**Run 1: sizing map**

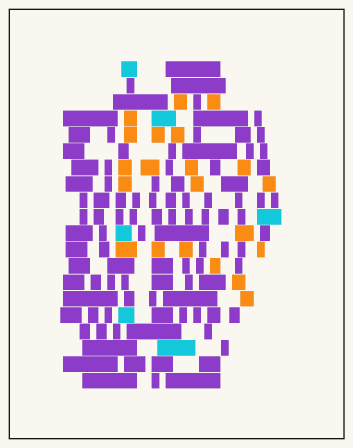
**Run 1: pin map**

Bar = 20 µm. Pins as bars across the die edge, other pins in grey.
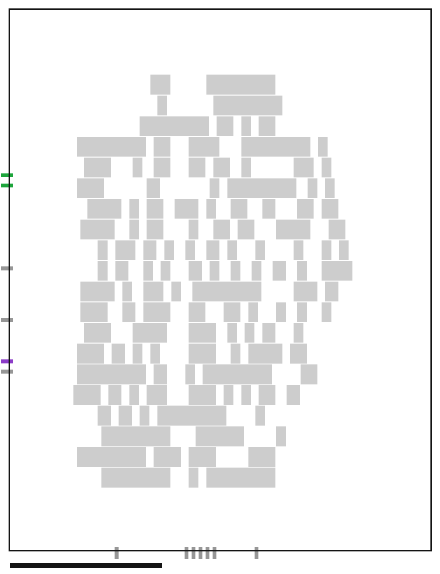
**Run 1: placed standard cells**

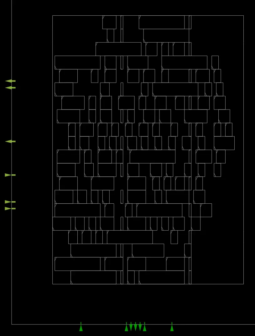
--- src/rtl/clock_set_controller.sv ---
// clock_set_controller
//   Run/set sequencer for an HH:MM:SS clock. In RUN it turns tick_1hz into
//   the seconds/minutes/hours carry chain. Two set modes step the hours or
//   the minutes from the increment button. A set mode drops back to RUN after
//   TIMEOUT_TICKS seconds with no button activity.
//
//   Optional feature macro: CLOCK_SET_AUTO_REPEAT_EN
//     When defined, holding inc_btn in a set mode auto-repeats. The first
//     repeat comes REPEAT_DLY_CYC cycles after the edge pulse, and later
//     repeats come every REPEAT_RATE_CYC cycles.
//     When undefined, only inc edges step the counters and REPEAT_* are unused.
//
// Ports
//   clock_i      system clock, rising edge
//   reset_i      asynchronous active-high reset
//   tick_1hz_i   one-cycle pulse once per second
//   mode_btn_i   debounced/synchronized mode button (level)
//   inc_btn_i    debounced/synchronized increment button (level)
//   sec_done_i   seconds counter at 59
//   min_done_i   minutes counter at 59
//   sec_en_o     seconds counter enable pulse
//   min_en_o     minutes counter enable pulse
//   hour_en_o    hours counter enable pulse
//   sec_clr_o    seconds counter synchronous clear pulse
//   mode_o       0=RUN, 1=SET_HOUR, 2=SET_MIN
//
// state    | meaning
// ST_RUN   | normal timekeeping, carry chain driven by tick_1hz
// ST_SET_H | inc steps hours, time frozen
// ST_SET_M | inc steps minutes, time frozen; leaving clears seconds
// ST_BAD   | unreachable encoding, recovers to ST_RUN

module clock_set_controller #(
  parameter int TIMEOUT_TICKS   = 30,
  parameter int REPEAT_DLY_CYC  = 8,
  parameter int REPEAT_RATE_CYC = 4
) (
  input  logic       clock_i,
  input  logic       reset_i,
  input  logic       tick_1hz_i,
  input  logic       mode_btn_i,
  input  logic       inc_btn_i,
  input  logic       sec_done_i,
  input  logic       min_done_i,
  output logic       sec_en_o,
  output logic       min_en_o,
  output logic       hour_en_o,
  output logic       sec_clr_o,
  output logic [1:0] mode_o
);

  localparam int TW = $clog2(TIMEOUT_TICKS + 1);
  localparam logic [TW-1:0] TO_MAX = TW'(TIMEOUT_TICKS);

  if (TIMEOUT_TICKS < 1 || REPEAT_DLY_CYC < 1 || REPEAT_RATE_CYC < 1) begin : g_bad_param
    $error("clock_set_controller: TIMEOUT_TICKS and REPEAT_* must be >= 1");
  end

  typedef enum logic [1:0] {
    ST_RUN   = 2'd0,
    ST_SET_H = 2'd1,
    ST_SET_M = 2'd2,
    ST_BAD   = 2'd3
  } state_e;

  state_e          state_q, state_d;
  logic            mode_prev_q, inc_prev_q;
  logic            armed_q;
  logic [TW-1:0]   to_cnt_q, to_cnt_d, to_next;
  logic            sec_en_q, sec_en_d, min_en_q, min_en_d;
  logic            hour_en_q, hour_en_d, sec_clr_q, sec_clr_d;
  logic            mode_edge, inc_edge, in_set, inc_ok, inc_pulse;
  logic            rpt_fire, timeout;

`ifdef CLOCK_SET_AUTO_REPEAT_EN
  localparam int RMAX = (REPEAT_DLY_CYC > REPEAT_RATE_CYC) ? REPEAT_DLY_CYC : REPEAT_RATE_CYC;
  localparam int RW   = $clog2(RMAX + 1);
  localparam logic [RW-1:0] RPT_DLY_LD  = RW'(REPEAT_DLY_CYC - 1);
  localparam logic [RW-1:0] RPT_RATE_LD = RW'(REPEAT_RATE_CYC - 1);
  logic            rpt_act_q, rpt_act_d;
  logic [RW-1:0]   rpt_cnt_q, rpt_cnt_d;
`endif

  always_comb begin
    // armed_q masks the first cycle after reset so a button held through
    // reset release is not seen as a press.
    mode_edge = armed_q & mode_btn_i & ~mode_prev_q;
    inc_edge  = armed_q & inc_btn_i & ~inc_prev_q;
    in_set    = (state_q == ST_SET_H) || (state_q == ST_SET_M);
    inc_ok    = in_set & inc_edge & ~mode_edge;   // mode press wins
`ifdef CLOCK_SET_AUTO_REPEAT_EN
    rpt_fire  = in_set & ~mode_edge & rpt_act_q & inc_btn_i & (rpt_cnt_q == '0);
`else
    rpt_fire  = 1'b0;
`endif
    inc_pulse = inc_ok | rpt_fire;

    to_next = to_cnt_q;
    if (in_set && tick_1hz_i && (to_cnt_q != TO_MAX))
      to_next = to_cnt_q + TW'(1);
    // Timeout acts in the cycle the final tick is sampled; any press restarts it.
    timeout = in_set & ~(mode_edge | inc_edge | rpt_fire) & (to_next == TO_MAX);

    state_d   = state_q;
    sec_en_d  = 1'b0;
    min_en_d  = 1'b0;
    hour_en_d = 1'b0;
    sec_clr_d = 1'b0;
    case (state_q)
      ST_RUN: begin
        sec_en_d  = tick_1hz_i;
        min_en_d  = tick_1hz_i & sec_done_i;
        hour_en_d = tick_1hz_i & sec_done_i & min_done_i;
        if (mode_edge) state_d = ST_SET_H;
      end
      ST_SET_H: begin
        hour_en_d = inc_pulse;
        if (mode_edge)    state_d = ST_SET_M;
        else if (timeout) state_d = ST_RUN;
      end
      ST_SET_M: begin
        min_en_d = inc_pulse;
        if (mode_edge || timeout) begin
          state_d   = ST_RUN;
          sec_clr_d = 1'b1;
        end
      end
      default: state_d = ST_RUN;
    endcase

    if (!in_set || (state_d != state_q) || mode_edge || inc_edge || rpt_fire)
      to_cnt_d = '0;
    else
      to_cnt_d = to_next;

`ifdef CLOCK_SET_AUTO_REPEAT_EN
    rpt_act_d = rpt_act_q;
    rpt_cnt_d = rpt_cnt_q;
    if (inc_ok) begin
      rpt_act_d = 1'b1;
      rpt_cnt_d = RPT_DLY_LD;
    end else if (!in_set || !inc_btn_i || mode_edge || (state_d != state_q)) begin
      rpt_act_d = 1'b0;
      rpt_cnt_d = '0;
    end else if (rpt_act_q) begin
      rpt_cnt_d = (rpt_cnt_q == '0) ? RPT_RATE_LD : rpt_cnt_q - RW'(1);
    end
`endif
  end

  always_ff @(posedge clock_i or posedge reset_i) begin
    if (reset_i) begin
      state_q     <= ST_RUN;
      mode_prev_q <= 1'b0;
      inc_prev_q  <= 1'b0;
      armed_q     <= 1'b0;
      to_cnt_q    <= '0;
      sec_en_q    <= 1'b0;
      min_en_q    <= 1'b0;
      hour_en_q   <= 1'b0;
      sec_clr_q   <= 1'b0;
`ifdef CLOCK_SET_AUTO_REPEAT_EN
      rpt_act_q   <= 1'b0;
      rpt_cnt_q   <= '0;
`endif
    end else begin
      state_q     <= state_d;
      mode_prev_q <= mode_btn_i;
      inc_prev_q  <= inc_btn_i;
      armed_q     <= 1'b1;
      to_cnt_q    <= to_cnt_d;
      sec_en_q    <= sec_en_d;
      min_en_q    <= min_en_d;
      hour_en_q   <= hour_en_d;
      sec_clr_q   <= sec_clr_d;
`ifdef CLOCK_SET_AUTO_REPEAT_EN
      rpt_act_q   <= rpt_act_d;
      rpt_cnt_q   <= rpt_cnt_d;
`endif
    end
  end

  assign sec_en_o  = sec_en_q;
  assign min_en_o  = min_en_q;
  assign hour_en_o = hour_en_q;
  assign sec_clr_o = sec_clr_q;
  assign mode_o    = state_q;

endmodule
--- config.mk ---
export PLATFORM = sky130hd
export DESIGN_NAME = clock_set_controller
export DESIGN_NICKNAME = d
export VERILOG_FILES = /design/src/rtl/clock_set_controller.sv
export SDC_FILE = /design/constraint.sdc
export NUM_CORES = 1
export LEC_CHECK = 0
export ABC_AREA = 1
export CELL_PAD_IN_SITES_DETAIL_PLACEMENT = 1
export CELL_PAD_IN_SITES_GLOBAL_PLACEMENT = 1
export CORE_ASPECT_RATIO = 1.4
export CORE_MARGIN = 8
export CORE_UTILIZATION = 41
export CTS_CLUSTER_SIZE = 12
export DETAILED_ROUTE_END_ITERATION = 10
export PLACE_DENSITY = 0.86
export SYNTH_ARGS = -nofsm -noshare
export SYNTH_HDL_FRONTEND = slang
export SYNTH_SLANG_ARGS = --single-unit
--- constraint.sdc ---
create_clock -name clock_i -period 3.7 [get_ports clock_i]
set_input_delay 0.37 -clock clock_i [delete_from_list [all_inputs] [get_ports clock_i]]
set_output_delay 0.37 -clock clock_i [all_outputs]
set_load 0.05 [all_outputs]
==> deck_impl_summary.md, run 1 <==
Flow Results at a Glance

Routing
  • Detailed Route Iter0 Violations: 4
  • Post-detailed-route DRC marker count: 0
  • Count of vias placed by the detailed router: 743

Critical path
  • CP endpoint kind: flop
  • Data required time of the critical path: 3.91 ns

Final layout
  • Share of the core filled with cells in the final layout: 50.3%
  • Net total in the final layout: 141
  • Share of layout cells above drive strength 1: 21.4%
  • Commonest cells after routing, fill and taps aside: sky130_fd_sc_hd__inv_1, sky130_fd_sc_hd__nand2_1, sky130_fd_sc_hd__dfrtp_1

Timing
  • Total Neg Setup Slack: 0 ns
  • Final Setup Violations: 0
  • Final Hold Vio Count: 0
  • Slew at the pin closest to its max-slew limit: 0.536 ns

Placed design
  • Pre-CTS setup slack: 1.40 ns

Pwr
  • Overall Power: 646 µW
  • Largest voltage drop on the vdd net: 0.000325 V

Clock network
  • Clock Path Buffers: 2
  • Hold bufs inserted after CTS: 0
  • Sink count of the clock tree: 14

Synth
  • Number of warnings printed during yosys synthesis: 0
  • Synth area leader: sky130_fd_sc_hd__dfrtp_1
  • Synth cell types: 23
  • XOR-XNOR Cells, Area Fraction: 0%
  • Most frequent cells after synthesis: sky130_fd_sc_hd__inv_1, sky130_fd_sc_hd__nand2_1, sky130_fd_sc_hd__dfrtp_1, sky130_fd_sc_hd__nand2_2, sky130_fd_sc_hd__nand3_1

GRT
  • Number of antenna violations at the first check in global routing: 0

Run status
  • Status: complete, no violations
## Picture notes: 'sizing map'
- x3 and x4: cyan (cells 6)
- x2: orange (cells 21)
- x1 and smaller: purple (cells 99)
non-clock buffer total of the final layout: 12
Final Cell Area: 1060 µm²
least setup slack across all paths after layout: 1.41 ns
layout overhead on the synthesized area: 19.2%

## Picture notes: 'pin map'
- mode_o: green (pins 2; direction output; edge west)
- sec_done_i: purple (pins 1; direction input; edge west)
- all pins by edge: 7 south, 6 west
floorplan die width: 55.3 µm
input/output buffers: 12

## Picture notes: 'placed standard cells'
number of well taps: 22
share of cell area taken by flip-flops and latches: 33.1%
number of sequential storage elements: 14
total number of placement rows: 20
standard cell core area: 2100 µm²

run 1: worst paths after layout:
path	startpoint	to	cells after the start
max	mode_o[0]	to_cnt_q[0]	17
min	reset_i	to_cnt_q[0]	2
max reg2reg	mode_o[0]	to_cnt_q[0]	17
min reg2reg	inc_prev_q	min_en_o	3
max in group asynchronous	reset_i	mode_prev_q	2
min in group clock_i	inc_btn_i	inc_prev_q	1
run 1: power by group:
| group | switching (µW) | internal [µW] | leakage (µW) |
|---|---|---|---|
| sequential | 25.5 | 176 | 0.000184 |
| combinational | 241 | 120 | 0.000339 |
| clock | 45.6 | 37.8 | 0.0000138 |
| total | 312 | 334 | 0.000537 |
run 1: flip-flops by register name, indices dropped and copies added (netlist names):
name,cells
sec_en_o,1
sec_clr_o,1
mode_o,2
armed_q,1
to_cnt_q,5
min_en_o,1
hour_en_o,1
mode_prev_q,1
inc_prev_q,1
run 1: worst max-delay path, cell delays in order, from the launching register on:
cell and delay (ns):
sky130_fd_sc_hd__dfrtp_1 0.43, sky130_fd_sc_hd__inv_1 0.13, sky130_fd_sc_hd__ha_1 0.35, sky130_fd_sc_hd__nand2_1 0.17, sky130_fd_sc_hd__clkinv_2 0.11, sky130_fd_sc_hd__o21ai_2 0.09, sky130_fd_sc_hd__nand2_1 0.07, sky130_fd_sc_hd__nand2_1 0.09
sky130_fd_sc_hd__nand2_1 0.08, sky130_fd_sc_hd__nor2_2 0.12, sky130_fd_sc_hd__nand2_2 0.07, sky130_fd_sc_hd__nand3_2 0.07, sky130_fd_sc_hd__nand2_2 0.06, sky130_fd_sc_hd__nand2_2 0.07, sky130_fd_sc_hd__nand2_2 0.05, sky130_fd_sc_hd__nand2_2 0.07
sky130_fd_sc_hd__nand2_4 0.08, sky130_fd_sc_hd__nor2_2 0.11
run 1: layout make-up:
| cell class | count | area share [%] |
|---|---|---|
| clock buffers | 3 | 2.13 |
| inverters | 23 | 8.28 |
| multi-input cells | 74 | 42.5 |
| flip-flops and latches | 14 | 33.1 |
| well taps | 22 | 2.60 |
| repair buffers | 12 | 11.4 |
run 1: metrics by stage:
step | cells | hold WS (ns) | area [µm²]
after floorplan | 111 | 0.259 | 887
after global placement | 145 | 0.571 | 1030
after detailed placement | 145 | 0.582 | 1030
after CTS | 148 | 0.436 | 1060
after global routing | 148 | 0.488 | 1060
final | 148 | 0.426 | 1060
run 1: kinds of logic after synthesis:
group,Yosys count
AND/OR/NAND/NOR,59
buffers and inverters,23
flip-flops,14
AND-OR/OR-AND,8
adder cells (fa/ha/maj),6
other,1
run 1: metal layers:
layer / share of wire [%] / wire length, µm / vias up / global-route usage [%]
met5: 0 / 0 / - / 0
met4: 4.5 / 91 / 0 / 10.4
met3: 1.7 / 34 / 8 / 1.43
met2: 59 / 1200 / 15 / 21.1
met1: 34 / 697 / 352 / 9.66
li1: - / - / 368 / -
==> run 2: changes to the inputs <==
--- a/config.mk
+++ b/config.mk
@@ -10,10 +10,10 @@
 export CELL_PAD_IN_SITES_GLOBAL_PLACEMENT = 1
 export CORE_ASPECT_RATIO = 1.4
 export CORE_MARGIN = 8
-export CORE_UTILIZATION = 41
+export CORE_UTILIZATION = 38
 export CTS_CLUSTER_SIZE = 12
 export DETAILED_ROUTE_END_ITERATION = 10
-export PLACE_DENSITY = 0.86
+export PLACE_DENSITY = 0.81
 export SYNTH_ARGS = -nofsm -noshare
 export SYNTH_HDL_FRONTEND = slang
 export SYNTH_SLANG_ARGS = --single-unit
==> constraint.sdc (replaced) <==
create_clock -name clock_i -period 2.2 [get_ports clock_i]
set_input_delay 0.22 -clock clock_i [delete_from_list [all_inputs] [get_ports clock_i]]
set_output_delay 0.22 -clock clock_i [all_outputs]
set_load 0.05 [all_outputs]
==> run 2 against run 1 <==
Effect of this change: fmax up 13%; largest cell class unchanged; combinational power rose by 100%; power increased by 91%; register-to-register slack got worse by 1.2 ns.
==> deck_impl_summary.md, run 2 <==
Flow Results at a Glance

Critical path
  • CP endpoint kind: flop (unchanged)
  • Worst path max stage delay: 0.40 ns (was 0.43 ns)
  • Crit-path cells: inv_1 > ha_4 > nand2_2 > clkinv_2 > o21ai_2 > nand2_1 > nand2_1 > nand2_1 > nor2_2 > nand2_2 > nand3_2 > nand2_2 > nand2_2 > nand2_2 > nand2_2 > nand2_4 > nor2_2 (was inv_1 > ha_1 > nand2_1 > clkinv_2 > o21ai_2 > nand2_1 > nand2_1 > nand2_1 > nor2_2 > nand2_2 > nand3_2 > nand2_2 > nand2_2 > nand2_2 > nand2_2 > nand2_4 > nor2_2)
  • Crit-path leading delay family: simple AND/OR/NAND/NOR gates (unchanged)
  • WP buf/inv: 2 (unchanged)
  • Worst path most repeated cell: sky130_fd_sc_hd__nand2_2 (unchanged)
  • CP max-delay cell: sky130_fd_sc_hd__dfrtp_2 (was sky130_fd_sc_hd__dfrtp_1)
  • Data required time of the critical path: 2.42 ns (was 3.91 ns)

Timing
  • Final Setup Violations: 0 (unchanged)
  • Total Neg Setup Slack: 0 ns (unchanged)
  • Least setup slack across all paths after layout: 0.168 ns (was 1.41 ns)
  • Hold Worst Slack: 0.278 ns (was 0.426 ns)
  • Final Hold Vio Count: 0 (unchanged)
  • Slew at the pin closest to its max-slew limit: 0.546 ns (was 0.536 ns)

Final layout
  • Highest-count logic cell in the final layout: sky130_fd_sc_hd__inv_1 (unchanged)
  • Share of layout cells above drive strength 1: 28.0% (was 21.4%)
  • Layout overhead on the synthesized area: 27.5% (was 19.2%)
  • Largest register FFs: 5 (unchanged)
  • Net total in the final layout: 146 (was 141)
  • Register with the most flip-flops: to_cnt_q (unchanged)
  • Commonest cells after routing, fill and taps aside: sky130_fd_sc_hd__inv_1, sky130_fd_sc_hd__nand2_1, sky130_fd_sc_hd__dfrtp_1, sky130_fd_sc_hd__clkdlybuf4s50_1, sky130_fd_sc_hd__nand2_2 (was sky130_fd_sc_hd__inv_1, sky130_fd_sc_hd__nand2_1, sky130_fd_sc_hd__dfrtp_1)

Synth
  • Synth area leader: sky130_fd_sc_hd__dfrtp_1 (unchanged)
  • Most frequent cells after synthesis: sky130_fd_sc_hd__inv_1, sky130_fd_sc_hd__nand2_1, sky130_fd_sc_hd__dfrtp_1, sky130_fd_sc_hd__nand2_2, sky130_fd_sc_hd__nand3_1 (unchanged)
  • Netlist Area Pre-Place: 887 µm² (unchanged)
  • Yosys stat chip area: 887 µm² (unchanged)
  • Post-synthesis net count: 124 (unchanged)
  • Register share after synthesis: 39.5% (unchanged)
  • Number of warnings printed during yosys synthesis: 0 (unchanged)
  • Synth cell types: 23 (unchanged)

Run status
  • Status: complete, no violations (unchanged)

Routing
  • Post-detailed-route DRC marker count: 0 (unchanged)
  • Detailed Route Iter0 Violations: 10 (was 4)
  • Count of vias placed by the detailed router: 783 (was 743)

Clock network
  • Sink count of the clock tree: 14 (unchanged)
  • Clock Path Buffers: 2 (unchanged)

Pwr
  • Largest voltage drop on the vdd net: 0.000731 V (was 0.000325 V)

GRT
  • Number of antenna violations at the first check in global routing: 0 (unchanged)
  • Most Used Layer, Global Route: met2 (unchanged)
  • Combined global-route utilization of all metal layers: 10.3% (was 11.2%)
  • M3 GR Usage: 1.74% (was 1.43%)
  • Global Route met2 Usage: 20.4% (was 21.1%)
  • Met1 track demand over resource in global routing: 9.93% (was 9.66%)

Placed design
  • Pre-CTS setup slack: 0.101 ns (was 1.40 ns)
  • Input/output buffers: 12 (unchanged)
  • RD Place Congestion: 0.819 (was 0.826)

Floorplanning
  • Total number of placement rows: 20 (unchanged)
run 2: cell count changes in the layout (fill, tap and decap cells not counted), sizes merged:
cell    before  now
buf          0    5
clkbuf       3    4
run 2: worst reg2reg max path: cells and delay by family (launching register included):
family / cells / cell delay [ns]
compound gates: 1 / 0.08
simple gates: 13 / 1.04
buf+inv: 2 / 0.22
fa+ha+maj: 1 / 0.23
flops: 1 / 0.40
run 2: layout make-up:
type | instances | area [µm²] | area share, %
Inverter | 23 | 87.6 | 7.74
Clock buffer | 4 | 36.3 | 3.21
Multi-Input combinational cell | 74 | 469 | 41.5
Sequential cell | 14 | 353 | 31.2
Timing Repair Buffer | 17 | 158 | 13.9
Tap cell | 22 | 27.5 | 2.43
run 2: layer usage:
metal	part of all wire, %	up-vias
li1	-	380
met1	38	376
met2	57	16
met3	2.2	11
met4	2.4	0
met5	0	-
run 2: repair_timing:
item,in CTS,in global routing
setup buffers,0,2
resized,0,3
hold buffers,0,0
setup endpoints to repair,0,5
run 2: final timing paths:
kind,depth (start not counted),end,start,slack [ns]
worst max-delay path,17,to_cnt_q[3],mode_o[0],0.17
worst min-delay path,2,sec_en_o,reset_i,0.28
worst max register to register,17,to_cnt_q[3],mode_o[0],0.17
worst min register to register,3,hour_en_o,inc_prev_q,0.57
max in group asynchronous,2,mode_o[1],reset_i,1.53
min in group clock_i,1,inc_prev_q,inc_btn_i,0.42
run 2: power by group:
| part | internal (µW) | switching [µW] | leakage (µW) |
|---|---|---|---|
| sequential | 299 | 19.2 | 0.000181 |
| clock | 101 | 82.9 | 0.0000210 |
| combinational | 267 | 465 | 0.000366 |
run 2: kinds of logic after synthesis:
family / Yosys count / synth area share, %
flops: 14 / 39.5
fa+ha+maj: 6 / 8.46
compound gates: 8 / 5.64
buf+inv: 23 / 9.87
other cells: 1 / 0.423
simple gates: 59 / 36.1
run 2: through the flow:
step           total power (µW)  cell area (µm²)  utilization [%]  instances
2_1_floorplan               799              890                -        111
3_3_place_gp                989             1060             48.1        148
3_5_place_dp               1010             1060             48.1        148
4_1_cts                    1200             1100             49.8        152
5_1_grt                    1320             1130             51.4        154
6_report                   1230             1130             51.4        154
**Run 2: a small window of the routed layout**

Region (33, 45) to (53, 65) µm. Cells in grey, sequential cells in the stronger grey; small squares are vias.
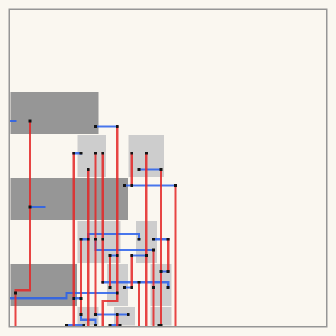
- M1: blue
- M2: red
- sequential cells in the window: 2
- netlist names of flops here include: to_cnt_q (2)
- most frequent: nand2_1 (3), dfrtp_1 (2)
- cells with their middle in the window: 8

**Run 2: pin map**

Bar = 20 µm. Pins as bars across the die edge, other pins in grey.
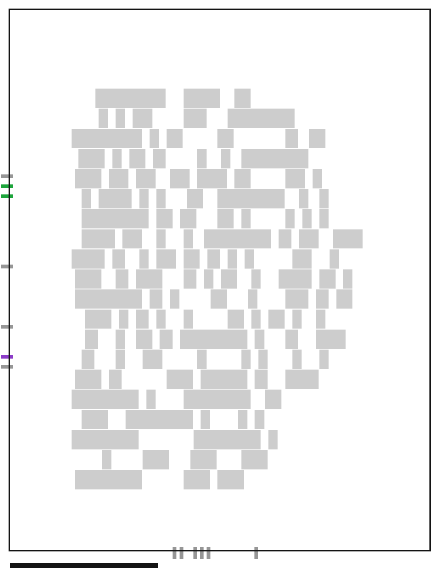
- sec_done_i: purple (pins 1; direction input; edge west)
- mode_o: green (pins 2; direction output; edge west)
- all pins by edge: 7 west, 6 south
floorplan die width: 56.8 µm
die span in y: 73.2 µm

**Run 2: local utilization**

The die is cut into 6 by 7 equal tiles; white is low, dark blue is high, 0 to 100% covered.
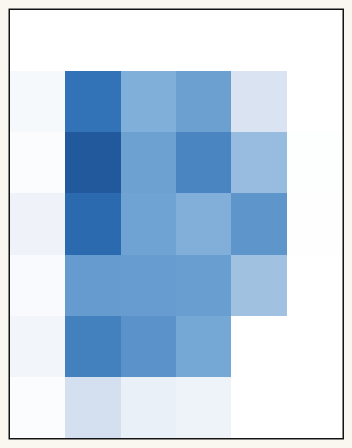
- densest ninth of the die: centre
- tiles over 75% full: 4.8%
- nearly empty tiles: 36%
- fullest tile: 83%
standard cell core area: 2200 µm²
share of the core filled with cells in the final layout: 51.4%
initial standard-cell utilization of the core: 40.3%

Power is estimated from default activity; no workload was simulated.
